`src/rtl/match_ctrl.sv`:
```
// Best-of-N tug-of-war match sequencer: random arm delay, go window, false-start and timeout replay.
// Press-to-point latency 1 cycle; no backpressure, presses outside ARM/GO are dropped.
module match_ctrl #(
    parameter int WIN_ROUNDS   = 3,
    parameter int SCORE_W      = 3,
    parameter int DELAY_MIN    = 2,
    parameter int DELAY_RAND_W = 3,
    parameter int TIMEOUT      = 32,
    parameter int TIMEOUT_W    = 6
) (
    input  logic               clk,
    input  logic               rst,
    input  logic               slowenable,
    input  logic               start,
    input  logic               press_l,
    input  logic               press_r,
    output logic               leds_on,
    output logic               clear,
    output logic               pt_l,
    output logic               pt_r,
    output logic               false_start,
    output logic [SCORE_W-1:0] score_l,
    output logic [SCORE_W-1:0] score_r,
    output logic               match_l,
    output logic               match_r,
    output logic               busy
);
    localparam int DLY_W = $clog2(DELAY_MIN + (1 << DELAY_RAND_W));

    typedef enum logic [2:0] {S_IDLE, S_CLEAR, S_ARM, S_GO, S_POINT, S_DONE} state_t;

    state_t               state, state_nxt;
    logic [7:0]           lfsr;
    logic [DLY_W-1:0]     dly_cnt;
    logic [TIMEOUT_W-1:0] to_cnt;
    logic                 new_match, award_l, award_r, early;
    logic                 enter_go, tick_arm, tick_go, win_l, win_r;

    always_ff @(posedge clk) begin
        if (!rst) state <= S_IDLE;
        else      state <= state_nxt;
    end

    always_comb begin
        state_nxt = state;
        new_match = 1'b0;
        award_l   = 1'b0;
        award_r   = 1'b0;
        early     = 1'b0;
        enter_go  = 1'b0;
        tick_arm  = 1'b0;
        tick_go   = 1'b0;
        win_l     = 1'b0;
        win_r     = 1'b0;
        case (state)
            S_IDLE, S_DONE: begin
                if (start) begin
                    state_nxt = S_CLEAR;
                    new_match = 1'b1;
                end
            end
            S_CLEAR: state_nxt = S_ARM;
            S_ARM: begin
                // presses outrank the delay expiring on the same cycle
                if (press_l && press_r) begin
                    state_nxt = S_CLEAR;
                end else if (press_l) begin
                    award_r   = 1'b1;
                    early     = 1'b1;
                    state_nxt = S_POINT;
                end else if (press_r) begin
                    award_l   = 1'b1;
                    early     = 1'b1;
                    state_nxt = S_POINT;
                end else if (slowenable) begin
                    tick_arm = 1'b1;
                    if (dly_cnt == DLY_W'(1)) begin
                        enter_go  = 1'b1;
                        state_nxt = S_GO;
                    end
                end
            end
            S_GO: begin
                if (press_l && press_r) begin
                    state_nxt = S_CLEAR;
                end else if (press_l) begin
                    award_l   = 1'b1;
                    state_nxt = S_POINT;
                end else if (press_r) begin
                    award_r   = 1'b1;
                    state_nxt = S_POINT;
                end else if (slowenable) begin
                    tick_go = 1'b1;
                    if (to_cnt == TIMEOUT_W'(1)) state_nxt = S_CLEAR;
                end
            end
            S_POINT: begin
                if (pt_l && score_l == SCORE_W'(WIN_ROUNDS)) begin
                    win_l     = 1'b1;
                    state_nxt = S_DONE;
                end else if (pt_r && score_r == SCORE_W'(WIN_ROUNDS)) begin
                    win_r     = 1'b1;
                    state_nxt = S_DONE;
                end else begin
                    state_nxt = S_CLEAR;
                end
            end
            default: state_nxt = S_IDLE;
        endcase
    end

    always_ff @(posedge clk) begin
        if (!rst) begin
            lfsr        <= 8'hA5;
            dly_cnt     <= '0;
            to_cnt      <= '0;
            pt_l        <= 1'b0;
            pt_r        <= 1'b0;
            false_start <= 1'b0;
            score_l     <= '0;
            score_r     <= '0;
            match_l     <= 1'b0;
            match_r     <= 1'b0;
        end else begin
            lfsr <= {lfsr[6:0], lfsr[7] ^ lfsr[5] ^ lfsr[4] ^ lfsr[3]};
            pt_l <= award_l;
            pt_r <= award_r;
            if (new_match) begin
                score_l <= '0;
                score_r <= '0;
                match_l <= 1'b0;
                match_r <= 1'b0;
            end else begin
                if (award_l && score_l < SCORE_W'(WIN_ROUNDS)) score_l <= score_l + SCORE_W'(1);
                if (award_r && score_r < SCORE_W'(WIN_ROUNDS)) score_r <= score_r + SCORE_W'(1);
                if (win_l) match_l <= 1'b1;
                if (win_r) match_r <= 1'b1;
            end
            // cleared on entry so the flag already reads low during CLEAR
            if (state_nxt == S_CLEAR) false_start <= 1'b0;
            else if (early)           false_start <= 1'b1;
            if (state == S_CLEAR)
                dly_cnt <= DLY_W'(DELAY_MIN) + DLY_W'(lfsr[DELAY_RAND_W-1:0]);
            else if (tick_arm)
                dly_cnt <= dly_cnt - DLY_W'(1);
            if (enter_go)     to_cnt <= TIMEOUT_W'(TIMEOUT);
            else if (tick_go) to_cnt <= to_cnt - TIMEOUT_W'(1);
        end
    end

    assign leds_on = (state == S_GO);
    assign clear   = (state == S_CLEAR);
    assign busy    = !(state == S_IDLE || state == S_DONE);

endmodule

```
`config.mk`:
```
export PLATFORM = sky130hd
export DESIGN_NAME = match_ctrl
export DESIGN_NICKNAME = d
export VERILOG_FILES = /design/src/rtl/match_ctrl.sv
export SDC_FILE = /design/constraint.sdc
export NUM_CORES = 1
export LEC_CHECK = 0
export ABC_CLOCK_PERIOD_IN_PS = 3000
export CAP_MARGIN = 25
export CORE_MARGIN = 5
export CORE_UTILIZATION = 40
export CTS_CLUSTER_DIAMETER = 120
export DETAILED_ROUTE_END_ITERATION = 12
export SLEW_MARGIN = 20
export SYNTH_ARGS = -nofsm -noshare
export SYNTH_HDL_FRONTEND = slang
export SYNTH_SLANG_ARGS = --single-unit
```
`constraint.sdc`:
```
create_clock -name clk -period 3 [get_ports clk]
set_input_delay 0.75 -clock clk [delete_from_list [all_inputs] [get_ports clk]]
set_output_delay 0.75 -clock clk [all_outputs]
set_load 0.02 [all_outputs]
```
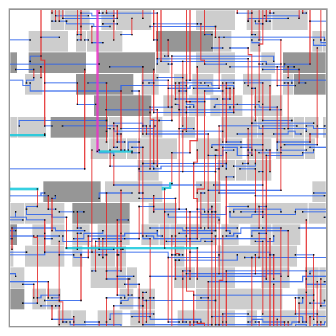
Figure 1: close-up of the layout.
Region (17, 17) to (57, 57) microns. Cells in gray, sequential cells in the stronger gray; small squares are vias.
legend:
  M1:
    color: blue
  M2:
    color: red
  M4:
    color: magenta
  M3:
    color: cyan
cells with their middle in the window: 110
sequential cells in the window: 10
most frequent: dfxtp_1 (10), nor3_1 (8), ha_1 (8)
netlist names of flops here include: state (3), dly_cnt (2)

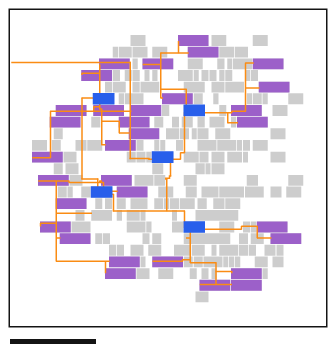
Figure 2: clock network drawn from the DEF.
Scale bar: 20 microns.
legend:
  clock-net drivers:
    color: blue
    count: 5
  clock wires:
    color: orange
    length: 416 microns
  flip-flops:
    color: purple
    count: 32
routed clock nets: 6

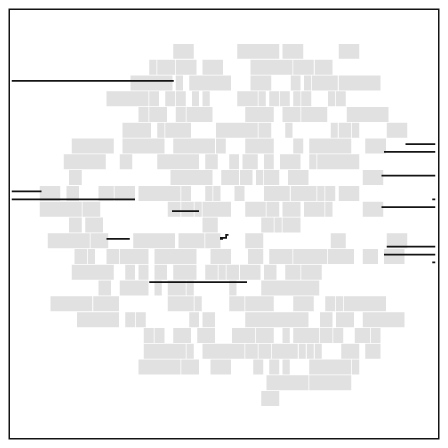
Figure 3: the metal 3 layer.
Cells faint in the background.
main direction: horizontal
wire length on this layer: 128 microns
share of all routed wire: 3.9%

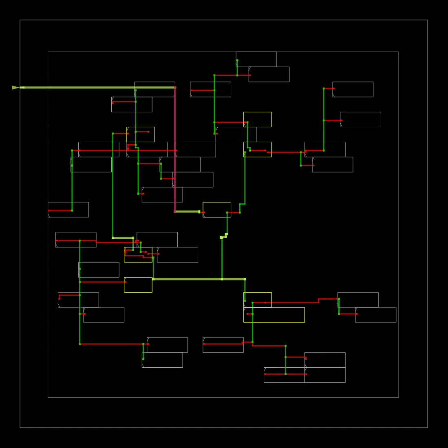
Figure 4: clock wiring as the flow saved it.
power attributed to the clock group: 0.444 mW
skew final: 0.00159 ns
cts bufs inserted: 5

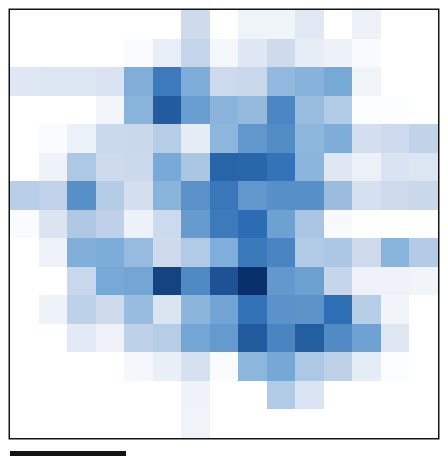
Figure 5: wiring heat map.
Scale bar: 20 microns. The die is cut into 15 by 15 equal tiles; white is low, dark blue is high, scaled to the fullest tile. Values are wire area over tile area, all layers added.
fullest tile: 0.39
densest ninth of the die: center
emptiest ninth of the die: south-west
tiles over half the peak: 19%
mean over tiles: 0.094

==> results.txt <==
Purpose: to document the outcome of synthesis and place and route.

Run status
The flow ran to the end, and the final reports show no timing, DRC or antenna violations.

Drt
In the detailed route, the total length drawn on met2 is 1470 microns. The average wire per cell in the routed design is ~13 microns. For this run, the detailed router reports a per-instance via density of 5.14. Detailed routing inserted a total of 1289 vias.

After the first detailed-routing iteration, the DRC count stood at 51. After detailed routing, no signal wire sits above met4. The overall routed net length is 3300 microns.

Timing
The worst setup margin is between 0.3 and 0.4 ns. In this run the tightest slew margin relative to its limit is 0.610. Endpoints failing hold in the final report were tallied at 0. The post-route fraction of the period consumed by the critical path is 0.895. For this run, the final setup violation count is recorded as 0.

The most critical hold endpoint after final layout shows a slack of roughly 0.4 ns.

CTS
The clock-pin slew reported for the worst setup and hold paths after clock tree synthesis is 0.06 ns. Once the clock tree was built, the setup fixing pass inserted 0 buffers. Per the CTS log, the maximum H-tree level is 2.

The sink count of the clock tree is 32.

Synth
Looking at area per cell type in the netlist, the leader is sky130_fd_sc_hd__dfxtp_1. Yosys printed 0 warnings. Sorting the synthesized cells by area gives the leading types as sky130_fd_sc_hd__dfxtp_1 (39%), sky130_fd_sc_hd__ha_1 (9.2%), sky130_fd_sc_hd__a21oi_1 (4.0%). The proportion of register bits with asynchronous set or reset after synthesis is 0. The mux contribution to synthesized area is 0.0254. In this run, the synthesized area fraction spent on AND-OR/OR-AND gates is recorded as 0.138. Synthesis produced a netlist with a net count of 195. Of the total synthesized cell area, the portion taken by XOR and XNOR cells is 0.0592. The main kind of combinational logic by area is simple AND/OR/NAND/NOR gates. The synthesized netlist occupies a cell area of about 1600 sq um. The dominant register cell in the synthesized netlist is sky130_fd_sc_hd__dfxtp_1. The number of synthesized register bits is 32. The distinct cell type count after synthesis is 42. The top cell type by instance count after synthesis is sky130_fd_sc_hd__dfxtp_1. The arithmetic-cell share of the synthesized area counting full adders, half adders and majority gates is 0.0923.

Critical path
The largest single stage delay on the critical path is 0.62 ns. At the worst endpoint, the arrival time is 1.93 ns. The worst setup path startpoint is state[2].

By startpoint and endpoint, the worst setup path is classified as flip-flop to output pin. In this run the register-to-register setup slack is ~1.4 ns. In this run the critical register-to-register path is captured at false_start. Per STA, the endpoint of the critical path is clear. Along the critical path, the tally of buffer and inverter instances is 2. The largest driver fanout on the critical path is 10.

Among cell families on the critical path, the largest total delay comes from buffers and inverters. The critical path crosses 3 cells after its start point.

Global routing
Summed over all layers, the global routing overflow is 0. The combined global-route utilization of all metal layers is 0.133. The global routing report lists met3 layer usage as 0.0465. The most congested layer reported by global routing is met2. For met2 alone, demand over resource in global routing was 0.199. The number of global-route vias before repair is between 1000 and 1500.

Final layout
Leaving out buffers and inverters, the combinational logic in the layout accounts for 902 sq um. The combinational gate count is 126. The largest registers in the layout are lfsr x8, to_cnt x6, dly_cnt x4. The portion of the layout cell area used by clock cells is 0.0633. By area, the class that comes first in the final layout consists of multi-input combinational cells. The post-layout instance count excluding filler cells is about 250. The buffer count excluding the clock tree in the final layout is 23.

The layout inverter count without the clock tree is 12. The layout has 375 filler cells. The multi-input gate share of total cell area is 0.452. The flop share of the area is 0.321.

The flip-flop and latch count is 32. Per the final layout report, the fraction of cells sized above drive strength 1 comes to 0.104. The number of clock-tree buffers in the layout is 7. Ranking logic cells in the layout by count gives the top entries sky130_fd_sc_hd__dfxtp_1 (32), sky130_fd_sc_hd__clkdlybuf4s50_1 (19), sky130_fd_sc_hd__nor2_1 (16).

The most numerous logic cell after layout is sky130_fd_sc_hd__dfxtp_1. The count of inserted antenna diode cells is 0. The final non-filler cell area is 2000 sq um. Across the whole layout, storage elements account for 641 sq um.

Floorplanning
The die height is 73.8 microns. The floorplan core area is 3970 sq um. The die width is 73.8 microns. The overall die size recorded for this design is 5440 sq um. The count of boundary I/O pins is 20. The pre-placement core utilization is 0.410.

Placement
Per the post-place timing report, worst setup slack is 0.359 ns. RePlAce ended its routability-driven mode at a weighted congestion of 0.812. The area after detailed placement is 1870 sq um. The half-perimeter wire length after detailed placement is about 2400 microns. The count of buffers from port buffering is 19. The number of placed instances with taps included is roughly 240.

Worst hold path
The class of the tightest hold or removal check is flip-flop to flip-flop. Hold analysis lists the worst path endpoint as lfsr[7]. The report gives the cell count of the worst hold path as 1.

Flow run
The number of maximum-capacitance constraint violations is 0. Warnings raised by the tools during the run amount to 30.

Power and ir drop
The largest share of the power goes to sequential cells. The internal power of the cells totals ~0.79 mW. The maximum resistive drop on vdd is 0.291 mV. Power spread over the standard cell area amounts to 514 nW/um^2.
Power and IR drop assume default switching activity.
